<file path="src/rtl/rdout_pkg.sv">
// Shared types and sizing for the readout training sequencer.
package rdout_pkg;

    localparam int ADDR_W    = 6;
    localparam int SEQ_LEN   = 64;
    localparam int EPOCH_W   = 8;
    localparam int DRAIN_LAT = 4;
    localparam int EST_LAT   = 3;
    localparam int W_W       = 256;
    localparam int EST_W     = 32;

    localparam logic [ADDR_W-1:0] LAST_ADDR = ADDR_W'(SEQ_LEN - 1);
    localparam int DRAIN_W = $clog2(DRAIN_LAT + 1);

    typedef enum logic [1:0] {
        IDLE  = 2'd0,
        RUN   = 2'd1,
        DRAIN = 2'd2,
        DONE  = 2'd3
    } state_t;

endpackage

</file>
<file path="src/rtl/rdout_train_ctrl_if.sv">
// Control, sample-address, estimate and weight signals between host, readout and sequencer.
interface rdout_train_ctrl_if;
    import rdout_pkg::*;

    logic               start;
    logic               abort;
    logic [EPOCH_W-1:0] num_epochs;
    logic [ADDR_W-1:0]  addr;
    logic               rdout_ce;
    logic [EST_W-1:0]   est;
    logic [W_W-1:0]     w_out;
    logic               est_valid;
    logic [EST_W-1:0]   est_q;
    logic [ADDR_W-1:0]  est_addr;
    logic [EPOCH_W-1:0] epoch;
    logic               busy;
    logic               done;
    logic [W_W-1:0]     w_final;

    modport slave (
        input  start, abort, num_epochs, est, w_out,
        output addr, rdout_ce, est_valid, est_q, est_addr, epoch, busy, done, w_final
    );

    modport master (
        output start, abort, num_epochs, est, w_out,
        input  addr, rdout_ce, est_valid, est_q, est_addr, epoch, busy, done, w_final
    );

endinterface

</file>
<file path="src/rtl/rdout_tag_delay.sv">
// Valid+data shift register of configurable depth with synchronous flush.
module rdout_tag_delay #(
    parameter int DEPTH = 3,
    parameter int WIDTH = 6
) (
    input  logic             clk,
    input  logic             rst,
    input  logic             flush,
    input  logic             in_valid,
    input  logic [WIDTH-1:0] in_data,
    output logic             out_valid,
    output logic [WIDTH-1:0] out_data
);

    logic             vld [DEPTH];
    logic [WIDTH-1:0] dat [DEPTH];

    always_ff @(posedge clk) begin
        if (rst || flush) begin
            for (int i = 0; i < DEPTH; i++) begin
                vld[i] <= 1'b0;
                dat[i] <= '0;
            end
        end else begin
            vld[0] <= in_valid;
            dat[0] <= in_data;
            for (int i = 1; i < DEPTH; i++) begin
                vld[i] <= vld[i-1];
                dat[i] <= dat[i-1];
            end
        end
    end

    assign out_valid = vld[DEPTH-1];
    assign out_data  = dat[DEPTH-1];

endmodule

</file>
<file path="src/rtl/rdout_train_ctrl.sv">
// Sequences readout LMS training epochs, tags returned estimates, snapshots learned weights.
//  state | meaning
//  IDLE  | waiting for start; outputs held
//  RUN   | sweeping addr 0..SEQ_LEN-1 once per epoch with rdout_ce high
//  DRAIN | addr parked at last sample, ce held so the final update lands
//  DONE  | one-cycle done pulse, w_final captured
module rdout_train_ctrl
    import rdout_pkg::*;
(
    input  logic              clk,
    input  logic              rst,
    rdout_train_ctrl_if.slave bus
);

    state_t             state;
    logic [ADDR_W-1:0]  addr;
    logic [EPOCH_W-1:0] epoch;
    logic [EPOCH_W-1:0] epochs_lat;
    logic [DRAIN_W-1:0] drain_cnt;
    logic               rdout_ce;
    logic               busy;
    logic               done;
    logic [W_W-1:0]     w_final;

    logic               est_valid;
    logic [EST_W-1:0]   est_q;
    logic [ADDR_W-1:0]  est_addr;

    logic               flush;
    logic               tag_valid;
    logic [ADDR_W-1:0]  tag_addr;

    assign flush = bus.abort && (state == RUN || state == DRAIN);

    always_ff @(posedge clk) begin
        if (rst) begin
            state      <= IDLE;
            addr       <= '0;
            epoch      <= '0;
            epochs_lat <= '0;
            drain_cnt  <= '0;
            rdout_ce   <= 1'b0;
            busy       <= 1'b0;
            done       <= 1'b0;
            w_final    <= '0;
        end else begin
            done <= 1'b0;
            case (state)
                IDLE: begin
                    if (bus.start) begin
                        epoch <= '0;
                        if (bus.num_epochs != '0) begin
                            state      <= RUN;
                            epochs_lat <= bus.num_epochs;
                            addr       <= '0;
                            rdout_ce   <= 1'b1;
                            busy       <= 1'b1;
                        end else begin
                            state <= DONE;
                            done  <= 1'b1;
                        end
                    end
                end
                RUN: begin
                    if (bus.abort) begin
                        state    <= IDLE;
                        rdout_ce <= 1'b0;
                        busy     <= 1'b0;
                    end else if (addr == LAST_ADDR) begin
                        if (epoch == epochs_lat - EPOCH_W'(1)) begin
                            state     <= DRAIN;
                            drain_cnt <= DRAIN_W'(DRAIN_LAT - 1);
                        end else begin
                            addr  <= '0;
                            epoch <= epoch + EPOCH_W'(1);
                        end
                    end else begin
                        addr <= addr + ADDR_W'(1);
                    end
                end
                DRAIN: begin
                    if (bus.abort) begin
                        state    <= IDLE;
                        rdout_ce <= 1'b0;
                        busy     <= 1'b0;
                    end else if (drain_cnt == '0) begin
                        state    <= DONE;
                        rdout_ce <= 1'b0;
                        busy     <= 1'b0;
                        done     <= 1'b1;
                        w_final  <= bus.w_out;
                    end else begin
                        drain_cnt <= drain_cnt - DRAIN_W'(1);
                    end
                end
                DONE: begin
                    state <= IDLE;
                end
                default: begin
                    state    <= IDLE;
                    rdout_ce <= 1'b0;
                    busy     <= 1'b0;
                end
            endcase
        end
    end

    // Only RUN cycles issue tags; the readout answers EST_LAT cycles later.
    rdout_tag_delay #(
        .DEPTH (EST_LAT),
        .WIDTH (ADDR_W)
    ) u_tag_delay (
        .clk       (clk),
        .rst       (rst),
        .flush     (flush),
        .in_valid  (state == RUN),
        .in_data   (addr),
        .out_valid (tag_valid),
        .out_data  (tag_addr)
    );

    // Gating on flush keeps a tag already leaving the line from surfacing after abort.
    always_ff @(posedge clk) begin
        if (rst) begin
            est_valid <= 1'b0;
            est_q     <= '0;
            est_addr  <= '0;
        end else begin
            est_valid <= tag_valid && !flush;
            est_addr  <= tag_addr;
            est_q     <= bus.est;
        end
    end

    assign bus.addr      = addr;
    assign bus.rdout_ce  = rdout_ce;
    assign bus.epoch     = epoch;
    assign bus.busy      = busy;
    assign bus.done      = done;
    assign bus.w_final   = w_final;
    assign bus.est_valid = est_valid;
    assign bus.est_q     = est_q;
    assign bus.est_addr  = est_addr;

endmodule

</file>
<file path="src/flat_wrapper.sv">
// flat-port wrapper written by rule: the top's interface ports become plain ports
module rdout_train_ctrl_flat import rdout_pkg::*;
  (clk, rst, bus_start, bus_abort, bus_num_epochs, bus_est, bus_w_out, bus_addr, bus_rdout_ce, bus_est_valid, bus_est_q, bus_est_addr, bus_epoch, bus_busy, bus_done, bus_w_final);
  rdout_train_ctrl_if bus_i ();
  input  logic clk;
  input  logic rst;
  input wire logic [$bits(bus_i.start)-1:0] bus_start;
  input wire logic [$bits(bus_i.abort)-1:0] bus_abort;
  input wire logic [$bits(bus_i.num_epochs)-1:0] bus_num_epochs;
  input wire logic [$bits(bus_i.est)-1:0] bus_est;
  input wire logic [$bits(bus_i.w_out)-1:0] bus_w_out;
  output wire logic [$bits(bus_i.addr)-1:0] bus_addr;
  output wire logic [$bits(bus_i.rdout_ce)-1:0] bus_rdout_ce;
  output wire logic [$bits(bus_i.est_valid)-1:0] bus_est_valid;
  output wire logic [$bits(bus_i.est_q)-1:0] bus_est_q;
  output wire logic [$bits(bus_i.est_addr)-1:0] bus_est_addr;
  output wire logic [$bits(bus_i.epoch)-1:0] bus_epoch;
  output wire logic [$bits(bus_i.busy)-1:0] bus_busy;
  output wire logic [$bits(bus_i.done)-1:0] bus_done;
  output wire logic [$bits(bus_i.w_final)-1:0] bus_w_final;
  assign bus_i.start = bus_start;
  assign bus_i.abort = bus_abort;
  assign bus_i.num_epochs = bus_num_epochs;
  assign bus_i.est = bus_est;
  assign bus_i.w_out = bus_w_out;
  assign bus_addr = bus_i.addr;
  assign bus_rdout_ce = bus_i.rdout_ce;
  assign bus_est_valid = bus_i.est_valid;
  assign bus_est_q = bus_i.est_q;
  assign bus_est_addr = bus_i.est_addr;
  assign bus_epoch = bus_i.epoch;
  assign bus_busy = bus_i.busy;
  assign bus_done = bus_i.done;
  assign bus_w_final = bus_i.w_final;
  rdout_train_ctrl u_core (.clk(clk), .rst(rst), .bus(bus_i));
endmodule
</file>
<file path="config.mk">
export PLATFORM = sky130hd
export DESIGN_NAME = rdout_train_ctrl_flat
export DESIGN_NICKNAME = d
export VERILOG_FILES = /design/src/rtl/rdout_pkg.sv /design/src/rtl/rdout_train_ctrl_if.sv /design/src/rtl/rdout_tag_delay.sv /design/src/rtl/rdout_train_ctrl.sv /design/src/flat_wrapper.sv
export SDC_FILE = /design/constraint.sdc
export NUM_CORES = 1
export LEC_CHECK = 0
export CORE_AREA = 3 3 237 239
export DETAILED_ROUTE_END_ITERATION = 12
export DIE_AREA = 0 0 240 242
export PLACE_DENSITY = 0.6
export SETUP_SLACK_MARGIN = 0.2
export SKIP_LAST_GASP = 1
export SLEW_MARGIN = 20
export SYNTH_ARGS = -nofsm -noshare
export SYNTH_HDL_FRONTEND = slang
export SYNTH_SLANG_ARGS = --single-unit
</file>
<file path="constraint.sdc">
create_clock -name clk -period 6.85 [get_ports clk]
set_input_delay 1.7125 -clock clk [delete_from_list [all_inputs] [get_ports clk]]
set_output_delay 1.7125 -clock clk [all_outputs]
set_load 0.01 [all_outputs]
</file>
==> GITHUB_STEP_SUMMARY <==
## PnR job results

| Metric | Value |
|---|---|
| Run status | `completed` |
| HPWL Detailed | `31000 µm` |
| Critical-path top delay cell | `and2_4` |
| Slew at the pin with the worst max-slew slack | `1070 ps` |
| Power density of the placed cells | `290 mW/mm²` |
| Internal power summed over all cells | `0.00419 W` |
| Number of detailed-routing iterations run before antenna repair | `4` |
| Synthesized area per cell | `8.24 µm²` |
| Leakage Power | `6.89 nW` |
| Max-capacitance violation count | `0` |
| Synth warn | `0` |
| Flops after synth | `345` |
| Number of instances resized during post-cts repair | `0` |
| Maximum resistive drop on vdd | `0.180 mV` |
| Initial antenna violation count | `3` |
| Number of placement rows | `85` |
| Min-Delay Path Class | `flip-flop to flip-flop` |
| Largest register FFs | `256` |
| Family with the most delay on the worst path | `simple AND/OR/NAND/NOR gates` |
| Number of ports placed on the die boundary | `612` |
| Number of buffers and inverters on the critical path | `2` |
| Hold Fails Final Rpt | `0` |
| # port buffers | `611` |
| TritonCTS clock tree | `done` |
| Synth Instances | `1473` |
| Worst-path clk slew | `50 ps` |
| Cts bufs inserted | `40` |
| Synthesis area per yosys | `0.0121 mm²` |
| Number of max-slew violations in the final report | `0` |
| Net load switching power | `0.00166 W` |
| Vias in the first global route | `11700` |
| Total number of vias | `11900` |
| Beginning of the critical path | `bus_abort` |
| Worst-path cell chain | `clkdlybuf4s50_1 > nor2b_1 > and2_4 > buf_12 > nand2_1 > a21oi_1` |
| Maximum number of pins on one net before global-route repair | `131` |
| DR vias/cell | `4.33` |
| Yosys cell count | `1473` |
| Unrepaired setup endpoints after global routing | `false` |
-- synthesized netlist by cell type (all sizes together) --
cell type  instances  share of area [%]
nand2            528                 16
dfxtp            345                 57
a21oi            275                 11
clkbuf            93                2.9
nor2b             45                2.3
and2              26                1.3
nor2              24               0.74
o21ai             11               0.55
buf               10               0.45
inv               10               0.31
nor3              10               0.45
nand3              9               0.37
ha                 8               0.82
nand2b             7               0.36
xnor2              7               0.50
mux2i              6               0.49
nand4              6               0.36
or3                6               0.31
nor4               5               0.43
o31ai              5               0.31
a211oi             4               0.29
o21bai             4               0.25
a31oi              3               0.15
or4                3               0.19
a2111oi            2               0.20
a21boi             2               0.12
a221oi             2               0.14
a32oi              2               0.14
and3               2               0.10
o2bb2ai            2               0.14
o31a               2               0.14
or2                2               0.10
xor2               2               0.14
a21o               1              0.062
and2b              1              0.082
and4               1              0.072
nand4b             1              0.072
nor3b              1              0.062
-- cell type report --
type                    count  area, µm²
fillers                  5446      33800
flip-flops and latches    345       6910
repair buffers            619       6230
multi-input cells        1015       4810
clock buffers              55       1160
well taps                 696        871
clock inverters            11        166
inverters                  10       37.5
diodes                      1       2.50
-- power by group through the flow --
stage | clock (W) | combinational [W] | sequential, W
final | 0.00215 | 0.00138 | 0.00231
after global placement | 0 | 0.00138 | 0.00235
after detailed placement | 0 | 0.00140 | 0.00235
after floorplan | 0 | 0.000621 | 0.00241
after global routing | 0.00230 | 0.00152 | 0.00234
after CTS | 0.00223 | 0.00140 | 0.00231
-- routing by layer --
metal,GRT usage [%],vias to the layer above,wire (µm)
li1,-,5895,-
met1,14.6,5470,16200
met2,25.3,469,21400
met3,5.67,69,4450
met4,4.40,4,1120
met5,0,-,25
-- final timing paths --
check | depth (start not counted) | to | slack, ps
worst min-delay path | 1 | u_core.u_tag_delay.dat[2][4]$_SDFF_PP0_ | 420
worst min register to register | 1 | u_core.u_tag_delay.dat[2][4]$_SDFF_PP0_ | 420
worst max-delay path | 6 | u_core.bus.w_final[172]$_SDFFE_PP0P_ | 3170
worst max register to register | 9 | u_core.bus.epoch[4]$_SDFFE_PP0P_ | 4180
-- cells by family after synthesis --
family | Yosys count | synth area share, %
buffers and inverters | 113 | 3.64
and+or+nand+nor | 677 | 23.7
AOI/OAI and AO/OA | 315 | 13.8
DFF | 345 | 56.9
adders and majority gates | 8 | 0.824
muxes | 6 | 0.495
xor gates and xnor gates | 9 | 0.649
-- cell usage in the layout (no fill, tap or decap), types with 4 or more instances in the layout --
cell type        synthesis  layout
clkbuf_8                 0       8
clkbuf_16                0      41
nand2b_1                 7       7
clkbuf_1                93       6
buf_12                   0       4
ha_1                     8       8
o21ai_0                  9       9
dfxtp_1                345     345
a21oi_1                275     275
bufinv_16                0       4
nor2b_1                 45      45
and2_1                  26      25
clkdlybuf4s50_1          0     610
nand4_1                  5       5
mux2i_1                  6       6
nand2_1                528     527
or3_1                    6       6
xnor2_1                  7       7
nor2_1                  24      24
nor3_1                   9       9
buf_4                    2       4
nand3_1                  9       9
inv_1                   10      10
clkinv_2                 0       4
o21bai_1                 4       4
o31ai_1                  5       5
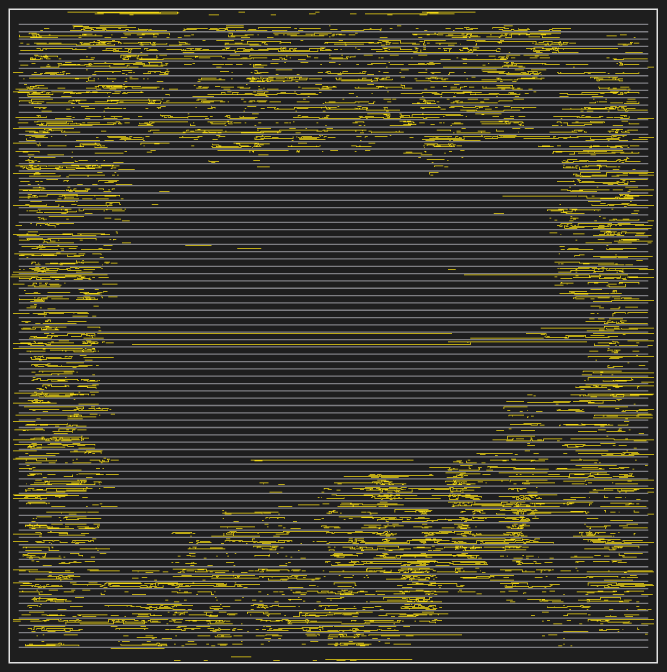
(images/m1.png)
Supply wires on this layer in gray.
- wire length on this layer: 16200 µm
- main direction: horizontal
- longest straight run: 132 µm
- share of all routed wire: 38%

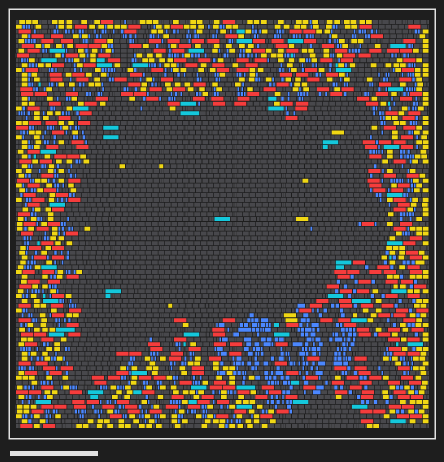
(images/class_map.png)
The bar under the picture is 50 µm long. Fill, decap, tap and diode cells in gray.
- yellow: remaining buffers and delay cells (cells 619; share of their area 32%)
- cyan: clock drivers and dummy loads (cells 66; share of their area 6.9%)
- red: registers (cells 345; share of their area 36%)
- blue: remaining logic cells (cells 1025; share of their area 25%)

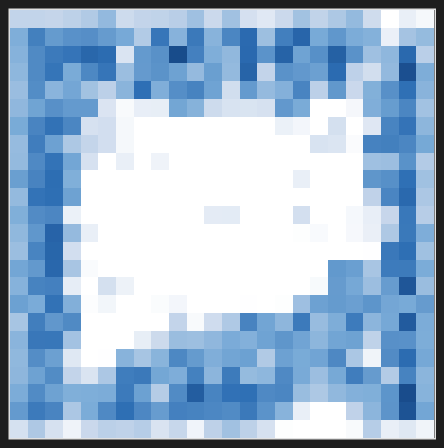
(images/util_map.png)
The die is cut into 24 by 24 equal tiles; white is low, dark blue is high, 0 to 100% covered.
- tiles over 75% full: 4.0%
- nearly empty tiles: 27%
- fullest tile: 89%
- emptiest ninth of the die: center
- mean over tiles: 33%
area of the core: 0.0540 mm²
Initial Utilization: 22.5%
final core occ: 37.4%

No activity file was given, so power comes from the tool's default toggle rates.
